==> config.mk <==
export PLATFORM = sky130hd
export DESIGN_NAME = dsp_job_scheduler_flat
export DESIGN_NICKNAME = d
export VERILOG_FILES = /design/src/rtl/dsp_job_scheduler_pkg.sv /design/src/rtl/dsp_job_scheduler_if.sv /design/src/rtl/dsp_job_scheduler_fifo.sv /design/src/rtl/dsp_job_scheduler.sv /design/src/flat_wrapper.sv
export SDC_FILE = /design/constraint.sdc
export NUM_CORES = 1
export LEC_CHECK = 0
export CAP_MARGIN = 20
export CORE_MARGIN = 5
export CORE_UTILIZATION = 54
export DETAILED_ROUTE_END_ITERATION = 8
export PLACE_DENSITY = 0.82
export SLEW_MARGIN = 30
export SYNTH_ARGS = -nofsm -noshare
export SYNTH_HDL_FRONTEND = slang
export SYNTH_SLANG_ARGS = --single-unit
==> constraint.sdc <==
create_clock -name clk -period 2.8 [get_ports clk]
set_input_delay 0.56 -clock clk [delete_from_list [all_inputs] [get_ports clk]]
set_output_delay 0.56 -clock clk [all_outputs]
set_load 0.01 [all_outputs]
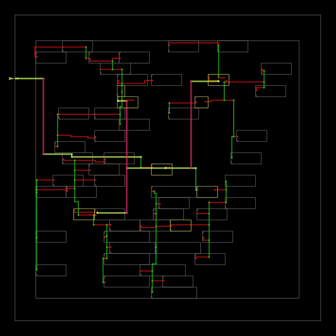
Figure 1: run 1, clock nets.
TritonCTS sink count: 47
clock-net power: 0.000427 W
Flop Count: 47
clock buffer count: 6
number of buffers inserted during clock tree synthesis: 5

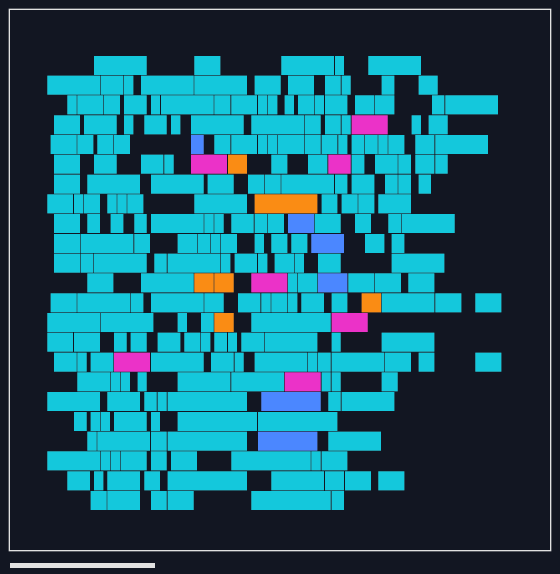
Figure 2: run 1, drive-strength map.
Scale bar: 20 microns.
legend:
  magenta:
    size: _6 and larger
    cells: 7
    share: 2.7%
  blue:
    size: _2 cells
    cells: 6
    share: 2.3%
  cyan:
    size: _0 and _1 cells
    cells: 240
    share: 93%
  orange:
    size: _3 and _4 cells
    cells: 6
    share: 2.3%
final setup slack of the worst path: 0.256 ns
buffer count excluding the clock tree in the final layout: 30

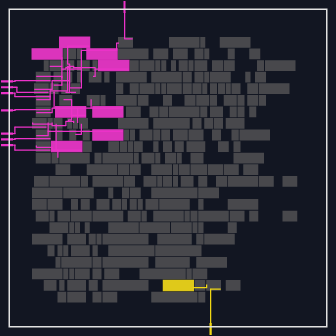
Figure 3: run 1, wires at chosen ports, followed through buffers.
legend:
  magenta:
    port: `jobs_done`
    bits: 8
    direction: output
    edge: 7 left, 1 top
    end_cells: 8
    wire: 281 microns
  yellow:
    port: `start_fft`
    bits: 1
    direction: output
    edge: bottom
    end_cells: 1
    wire: 14.5 microns
count of port buffers added during placement: 25
I/O Pins: 30

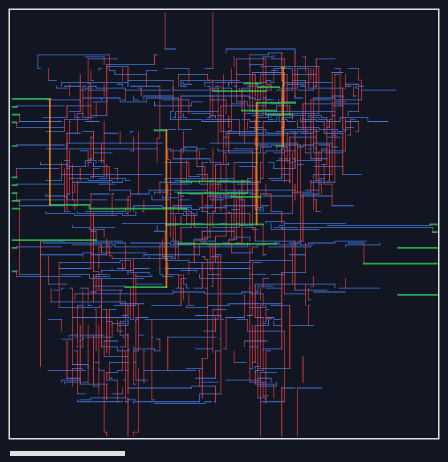
Figure 4: run 1, wiring by layer.
Scale bar: 20 microns.
legend:
  blue:
    layer: metal 1
    wire_length: 2160 microns
  red:
    layer: metal 2
    wire_length: 1760 microns
  orange:
    layer: metal 4
    wire_length: 80.2 microns
  green:
    layer: metal 3
    wire_length: 188 microns
total via count after detailed routing: 1732
detail-routed net length per standard cell: 13.5 microns
routed wire length: 4180 microns
Tot GR Track Use: 16.7%

==> flow_summary.json <==
{
  "syn2layout_area_growth_pct": 17.1,
  "synth_top_cell_by_area": "sky130_fd_sc_hd__dfxtp_1",
  "minimum_clock_period_after_layout_ns": 2.54,
  "clkLatencyLatePin_ns": 0.30,
  "required_ns": 2.24,
  "ys_dominant_reg_cell": "sky130_fd_sc_hd__dfxtp_1",
  "drive_gt1_share_pct": 7.34,
  "cts.root.buffer_cell": "sky130_fd_sc_hd__clkbuf_8",
  "cts_hold_buffers": 0,
  "clock_tree_from_tritoncts": "yes",
  "hold_viol": 0,
  "dr.pass1.iters": 4,
  "grt_start_max_net_pins": 28,
  "gp_congestion": 0.860,
  "worst_path_largest_cell_delay_ns": 0.50,
  "number_of_antenna_cells_inserted": 0,
  "yosysTopAreaCellShare_pct": 35.0,
  "synth_chip_area_sq_um": 2230,
  "cts_post_setup_buffers_inserted": 0,
  "detail-route-antenna-nets": 0,
  "power.density_cell_area_nw_per_um2": 780,
  "chip_area_sq_um": 5510,
  "cts.clk_slew.worst_paths_ns": 0.09,
  "place_ws_ns": 0.152,
  "largest_register_ffs": 10,
  "total_power_w": 0.00204,
  "fmax_mhz": 393,
  "floorplan.die.height_microns": 74.3,
  "dpl.hpwl_microns": 2940,
  "vdd_ir_drop_max_uv": 802,
  "yosys-top-cells-count": "sky130_fd_sc_hd__dfxtp_1 (39), sky130_fd_sc_hd__nand2_1 (20), sky130_fd_sc_hd__nor2_1 (20), sky130_fd_sc_hd__a21oi_1 (15), sky130_fd_sc_hd__inv_1 (12)",
  "timing.critical_path.fanout_max": 4,
  "synth.distinct_cells": 45,
  "cp_max_stage_cell": "sky130_fd_sc_hd__clkdlybuf4s50_1",
  "critical_path.cell_chain": "or3_1 -> or4_1 -> clkdlybuf4s50_1",
  "cts_max_level": 2,
  "async_flop_share_pct": 0,
  "regToRegSetupSlack_ns": 0.34,
  "final_number_of_setup_violating_endpoints": 0,
  "grt_ovf": 0,
  "synth_area_per_inst_sq_um": 9.61,
  "detailedRoute.firstIterationViolations": 139,
  "timing.setup.critical_path_class": "register to primary output",
  "maximum_root_to_sink_buffer_count": 2,
  "lay_top_cells": "sky130_fd_sc_hd__dfxtp_1 (39), sky130_fd_sc_hd__clkdlybuf4s50_1 (25), sky130_fd_sc_hd__nand2_1 (20), sky130_fd_sc_hd__nor2_1 (20), sky130_fd_sc_hd__a21oi_1 (15)",
  "biggest_area_cells": "sky130_fd_sc_hd__dfxtp_1 (35%), sky130_fd_sc_hd__edfxtp_1 (11%), sky130_fd_sc_hd__ha_1 (3.9%)",
  "run_status": "complete, no violations",
  "max_cap_viol_count": 0,
  "layout_worst_path_cycle_share_pct": 90.9,
  "final_layout_top_logic_cell": "sky130_fd_sc_hd__dfxtp_1",
  "synth_stat.cells": 232,
  "grt_pass1_wl_microns": 7220,
  "ys_seq_share_pct": 45.8,
  "synthesis.yosys.warnings": 0,
  "fin_tns_setup_ns": 0,
  "enable_flop_cells": 8,
  "slew_headroom_pct": 67.1,
  "floorplan_die_width_microns": 74.3,
  "top_cell": "sky130_fd_sc_hd__dfxtp_1",
  "fp-utilization_pct": 55.7,
  "placement_rows": 23,
  "wp_data_arrival_ns": 1.98,
  "cell_leakage_power_nw": 0.932,
  "total_area_of_sequential_cells_sq_um": 1020,
  "antenna_found_initial": 0,
  "numSynthFlops": 47,
  "cts_resized": 0,
  "timing.hold.worst_path_depth": 2,
  "layout.area.comb_sq_um": 1100,
  "grt_pass1_vias": 1631,
  "synthesis.nets": 253,
  "timing.hold.ws_ns": 0.479,
  "fill_cell_instance_count_of_the_final_layout": 299,
  "netlist_area_sq_um": 2230,
  "hold_class": "register to register",
  "start_kind": "register",
  "openroad.warnings": 33,
  "reg2reg_depth": 9,
  "vias_per_cell": 5.61,
  "grt_setup_unrepaired": "false",
  "netlist_instances": 232,
  "slew_viol_final": 0,
  "core_sq_um": 4000,
  "worst_clock_skew_ns": 0.00459,
  "route.detailed.drc": 0,
  "endpoint_kind": "primary output",
  "nets": 279,
  "timing_worst_slew_pin_value_ns": 0.494
}
run 1: report_power, final:
part / leakage, nW / switching [W] / internal [W] / total [W]
logic: 0.490 / 0.000414 / 0.000331 / 0.000745
registers: 0.390 / 0.0000730 / 0.000791 / 0.000864
clock network: 0.0516 / 0.000225 / 0.000202 / 0.000427
run 1: cell type report:
| class | instances | share of cell area (%) |
|---|---|---|
| Multi-Input combinational cell | 162 | 42.0 |
| Inverter | 12 | 1.73 |
| Clock buffer | 6 | 3.16 |
| Sequential cell | 47 | 39.1 |
| Clock inverter | 2 | 0.527 |
| Timing Repair Buffer | 30 | 11.0 |
| Tap cell | 50 | 2.40 |
run 1: stage by stage:
stage | cell area (sq um) | cells | utilization, %
after floorplan | 2230 | 232 | -
final | 2610 | 309 | 65.2
after CTS | 2610 | 309 | 65.2
after global placement | 2510 | 301 | 62.8
after global routing | 2610 | 309 | 65.2
after detailed placement | 2510 | 301 | 62.8
run 1: layer usage:
layer	GRT usage [%]	part of all wire, %	up-vias
met4	6.52	1.9	0
li1	-	-	885
met1	23.4	52	793
met2	25.4	42	45
met3	3.65	4.5	9
met5	0	0	-
run 1: critical path: cells and delay by family, from the launching register on:
kind	cells	cell delay, ns
buffers and inverters	1	0.50
flip-flops	1	0.34
AND/OR/NAND/NOR	2	0.84
run 1: cell families after synthesis:
| kind of cell | count (synthesis) | share of synthesized area [%] |
|---|---|---|
| DFF | 47 | 45.8 |
| adders and majority gates | 8 | 4.83 |
| and+or+nand+nor | 97 | 24.2 |
| buffers and inverters | 23 | 4.99 |
| AOI/OAI and AO/OA | 36 | 10.2 |
| xor gates and xnor gates | 11 | 4.32 |
| muxes | 10 | 5.67 |
Power and IR drop assume default switching activity.
